## src/rtl/egress_frame_monitor.sv

```systemverilog
// egress_frame_monitor: re-times the egress byte stream by one stage, checks framing/length/FCS and keeps frame statistics
module egress_frame_monitor #(
    parameter int serialWidth   = 8,
    parameter int minFrameBytes = 64,
    parameter int maxFrameBytes = 1518,
    parameter bit checkCrc      = 1'b1
) (
    input  logic                   popClk,
    input  logic                   rstn,
    input  logic [serialWidth-1:0] inData,
    input  logic                   inPresent,
    input  logic                   inStartOfFrame,
    input  logic                   inEndOfFrame,
    input  logic                   inError,
    input  logic                   clearCounters,
    output logic [serialWidth-1:0] txData,
    output logic                   txValid,
    output logic                   txStartOfFrame,
    output logic                   txEndOfFrame,
    output logic                   txError,
    output logic [31:0]            goodFrameCount,
    output logic [15:0]            badFrameCount,
    output logic [31:0]            byteCount,
    output logic [15:0]            orphanCount
);
    localparam int LW = $clog2(maxFrameBytes + 2);
    localparam logic [LW-1:0] MIN_LEN = LW'(minFrameBytes);
    localparam logic [LW-1:0] MAX_LEN = LW'(maxFrameBytes);
    localparam logic [LW-1:0] SAT_LEN = LW'(maxFrameBytes + 1);
    localparam logic [31:0] CRC_INIT = 32'hFFFF_FFFF;
    localparam logic [31:0] CRC_RESIDUE = 32'hDEBB_20E3;
    localparam logic [0:0] IDLE = 1'b0;
    localparam logic [0:0] IN_FRAME = 1'b1;

    generate
        if (serialWidth != 8) begin : g_width_check
            $error("egress_frame_monitor: serialWidth must be 8");
        end
    endgenerate

    function automatic logic [31:0] crc_next(input logic [31:0] crc, input logic [7:0] data);
        logic [31:0] c;
        c = crc;
        for (int i = 0; i < 8; i++) c = (c[0] ^ data[i]) ? ((c >> 1) ^ 32'hEDB8_8320) : (c >> 1);
        return c;
    endfunction

    logic [0:0]             state_q, state_d;
    logic [LW-1:0]          len_q, len_d;
    logic [31:0]            crc_q, crc_d;
    logic                   frame_err_q, frame_err_d;
    logic [serialWidth-1:0] tx_data_q, tx_data_d;
    logic                   tx_valid_q, tx_valid_d;
    logic                   tx_sof_q, tx_sof_d;
    logic                   tx_eof_q, tx_eof_d;
    logic                   tx_err_q, tx_err_d;
    logic [31:0]            good_q, good_d;
    logic [15:0]            bad_q, bad_d;
    logic [31:0]            bytes_q, bytes_d;
    logic [15:0]            orphan_q, orphan_d;

    logic          in_frame, accept, abort, orphan, eof, frame_bad, frame_good;
    logic [LW-1:0] len_cur;
    logic [31:0]   crc_cur;
    logic          err_cur;
    logic [1:0]    bad_inc;
    logic [16:0]   bad_sum;

    always_comb begin
        in_frame   = state_q == IN_FRAME;
        accept     = inPresent && (in_frame || inStartOfFrame);
        abort      = inPresent && in_frame && inStartOfFrame;
        orphan     = inPresent && !in_frame && !inStartOfFrame;
        eof        = accept && inEndOfFrame;
        // A SOF beat always restarts the per-frame state, whether from IDLE or as an abort.
        crc_cur    = crc_next(inStartOfFrame ? CRC_INIT : crc_q, inData);
        len_cur    = inStartOfFrame ? LW'(1) : (len_q == SAT_LEN ? len_q : len_q + 1'b1);
        err_cur    = (!inStartOfFrame && frame_err_q) || inError;
        frame_bad  = err_cur || len_cur < MIN_LEN || len_cur > MAX_LEN || (checkCrc && crc_cur != CRC_RESIDUE);
        frame_good = eof && !frame_bad;
        bad_inc    = {1'b0, abort} + {1'b0, eof && frame_bad};
        bad_sum    = {1'b0, bad_q} + 17'(bad_inc);
        state_d     = accept ? (inEndOfFrame ? IDLE : IN_FRAME) : state_q;
        len_d       = accept ? len_cur : len_q;
        crc_d       = accept ? crc_cur : crc_q;
        frame_err_d = accept ? err_cur : frame_err_q;
        tx_valid_d  = accept;
        tx_data_d   = accept ? inData : '0;
        tx_sof_d    = accept && inStartOfFrame;
        tx_eof_d    = eof;
        tx_err_d    = accept && (inError || abort || (inEndOfFrame && frame_bad));
        good_d      = clearCounters ? '0 : good_q + 32'(frame_good);
        bad_d       = clearCounters ? '0 : (bad_sum[16] ? 16'hFFFF : bad_sum[15:0]);
        bytes_d     = clearCounters ? '0 : bytes_q + 32'(accept);
        orphan_d    = clearCounters ? '0 : ((orphan && orphan_q != 16'hFFFF) ? orphan_q + 16'd1 : orphan_q);
    end

    always_ff @(posedge popClk or negedge rstn) begin
        if (!rstn) begin
            state_q     <= IDLE;
            len_q       <= '0;
            crc_q       <= CRC_INIT;
            frame_err_q <= 1'b0;
            tx_data_q   <= '0;
            tx_valid_q  <= 1'b0;
            tx_sof_q    <= 1'b0;
            tx_eof_q    <= 1'b0;
            tx_err_q    <= 1'b0;
            good_q      <= '0;
            bad_q       <= '0;
            bytes_q     <= '0;
            orphan_q    <= '0;
        end else begin
            state_q     <= state_d;
            len_q       <= len_d;
            crc_q       <= crc_d;
            frame_err_q <= frame_err_d;
            tx_data_q   <= tx_data_d;
            tx_valid_q  <= tx_valid_d;
            tx_sof_q    <= tx_sof_d;
            tx_eof_q    <= tx_eof_d;
            tx_err_q    <= tx_err_d;
            good_q      <= good_d;
            bad_q       <= bad_d;
            bytes_q     <= bytes_d;
            orphan_q    <= orphan_d;
        end
    end

    assign txData         = tx_data_q;
    assign txValid        = tx_valid_q;
    assign txStartOfFrame = tx_sof_q;
    assign txEndOfFrame   = tx_eof_q;
    assign txError        = tx_err_q;
    assign goodFrameCount = good_q;
    assign badFrameCount  = bad_q;
    assign byteCount      = bytes_q;
    assign orphanCount    = orphan_q;
endmodule

```

## config.mk

```make
export PLATFORM = sky130hd
export DESIGN_NAME = egress_frame_monitor
export DESIGN_NICKNAME = d
export VERILOG_FILES = /design/src/rtl/egress_frame_monitor.sv
export SDC_FILE = /design/constraint.sdc
export NUM_CORES = 1
export LEC_CHECK = 0
export ABC_CLOCK_PERIOD_IN_PS = 4600
export CAP_MARGIN = 20
export CORE_AREA = 2 2 92 183
export CTS_BUF_LIST = sky130_fd_sc_hd__clkbuf_16
export DETAILED_ROUTE_END_ITERATION = 16
export DIE_AREA = 0 0 94 185
export DONT_BUFFER_PORTS = 1
export GPL_ROUTABILITY_DRIVEN = 0
export PLACE_DENSITY = 0.8
export SLEW_MARGIN = 10
export SYNTH_ARGS = -nofsm -noshare
export SYNTH_HDL_FRONTEND = slang
export SYNTH_SLANG_ARGS = --single-unit
```

## constraint.sdc

```tcl
create_clock -name popClk -period 4.6 [get_ports popClk]
set_input_delay 0.46 -clock popClk [delete_from_list [all_inputs] [get_ports popClk]]
set_output_delay 0.46 -clock popClk [all_outputs]
set_load 0.02 [all_outputs]
```

==> run summary <==
status: finished with violations
failing checks: negative hold slack
per-cell routed wire length: 17.2 um
most used logic cell in the final layout: sky130_fd_sc_hd__dfrtp_1
HPWL after detailed placement: 13400 um
CTS sink cnt: 153
Worst Hold Margin: -0.00250 ns
maximum achievable frequency: 0.223 GHz
critical path cell sequence: xor2_2 > and3_4 > or2_4 > inv_2 > ha_2 > nand3_2 > a2111oi_4 > nand4_1 > or4_4 > and4bb_2 > ha_4 > ha_4 > nand2_2 > nor3_4 > nand2_2 > nor2_2 > nand4_1 > or3_4 > a21oi_2
top cell type's share of synthesized area: 35.0%
starting density of the core: 53.7%
number of global-route vias before repair: 6518
total setup buffers inserted after CTS: 1
quantity of hold-fixing buffers added after cts: 1
Tool Warnings: 28
Cell Int Power: 3.48 mW
clock share of power: 28.6%
number of maximum-capacitance constraint violations: 0
sum of routed wire segments on met1: 8150 um
arrival time at the worst endpoint: 4.82 ns
leading post-synthesis cells by cell area: sky130_fd_sc_hd__dfrtp_1 (35%), sky130_fd_sc_hd__dfstp_2 (9.7%), sky130_fd_sc_hd__xnor2_1 (9.7%)
Synth area leader: sky130_fd_sc_hd__dfrtp_1
clock-pin slew on the worst setup and hold paths: 0.06 ns
worst hold-check path type: primary input to async pin
wire length on met3: 1700 um
Final Hold Vio Count: 1
CTS resizes: 1
Worst Setup End Kind: flip-flop
-- final timing paths --
path	endpoint	cells after the start	slack [ns]	startpoint
worst min-delay path	txData[7]	1	-0.002	rstn
worst max-delay path	goodFrameCount[30]	19	0.12	crc_q[1]
worst min register to register	crc_q[11]	2	0.47	crc_q[11]
max in group asynchronous	byteCount[0]	1	3.98	rstn
worst max register to register	goodFrameCount[30]	19	0.12	crc_q[1]
min in group popClk	badFrameCount[3]	1	0.09	clearCounters
-- cells by family (layout without fill, tap and decap cells) --
group | count (synthesis) | after routing | share of synthesized area (%)
buffers and inverters | 57 | 75 | 2.75
muxes | 8 | 8 | 0.941
xor gates and xnor gates | 177 | 177 | 18.9
adders and majority gates | 9 | 9 | 1.39
DFF | 153 | 153 | 44.7
AOI/OAI and AO/OA | 136 | 136 | 9.35
and+or+nand+nor | 401 | 401 | 22.0
-- power by group through the flow --
| stage | Sequential (mW) | Combinational (mW) | Clock (mW) |
|---|---|---|---|
| final | 1.81 | 1.97 | 1.52 |
| after global routing | 1.84 | 2.14 | 1.60 |
| after CTS | 1.82 | 1.83 | 1.55 |
| after detailed placement | 1.84 | 1.78 | 0 |
| after global placement | 1.83 | 1.74 | 0 |
| after floorplan | 1.74 | 1.45 | 0 |
-- through the flow --
stage	utilization [%]	TNS (ns)	hold WS (ns)	area, sq um
global route	60.7	-0.256	0.0756	9780
detailed placement	55.4	-0.159	0.168	8910
floorplan	-	0	0.164	8680
finish	60.7	0	-0.00250	9780
global placement	55.4	0	0.168	8910
CTS	59.6	0	0.0727	9600
-- final cells by class --
cell class	count	area [sq um]
clock inverter	15	210
inverter	11	41.3
tap	204	255
fill	1322	6330
sequential	153	3870
timing repair buffer	32	260
multi-input combinational	731	4720
clock buffer	17	425
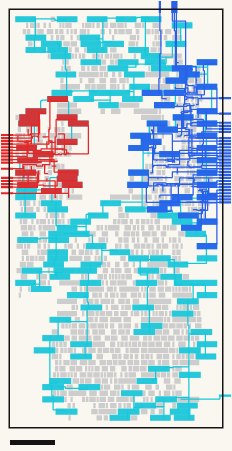
(images/port_trees.png)
The bar under the picture is 20 um long.
- `goodFrameCount`: blue (bits 32; direction output; edge 28 east, 4 north; end cells 32; buffers 0; wire 1240 um)
- `badFrameCount`: red (bits 16; direction output; edge west; end cells 16; buffers 0; wire 551 um)
- `rstn`: cyan (bits 1; direction input; edge east; end cells 153; buffers 1; wire 1100 um)
top-level port count: 123
count of input and output buffers: 0

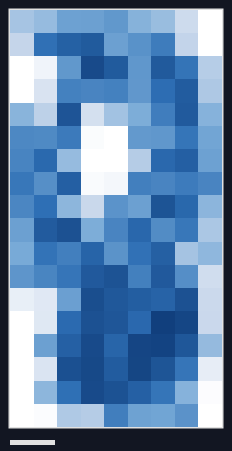
(images/util_map.png)
The bar under the picture is 20 um long. The die is cut into 9 by 18 equal tiles; white is low, dark blue is high, 0 to 100% covered.
- fullest tile: 94%
- emptiest ninth of the die: south-west
- nearly empty tiles: 9.3%
- mean over tiles: 55%

No activity file was given, so power comes from the tool's default toggle rates.
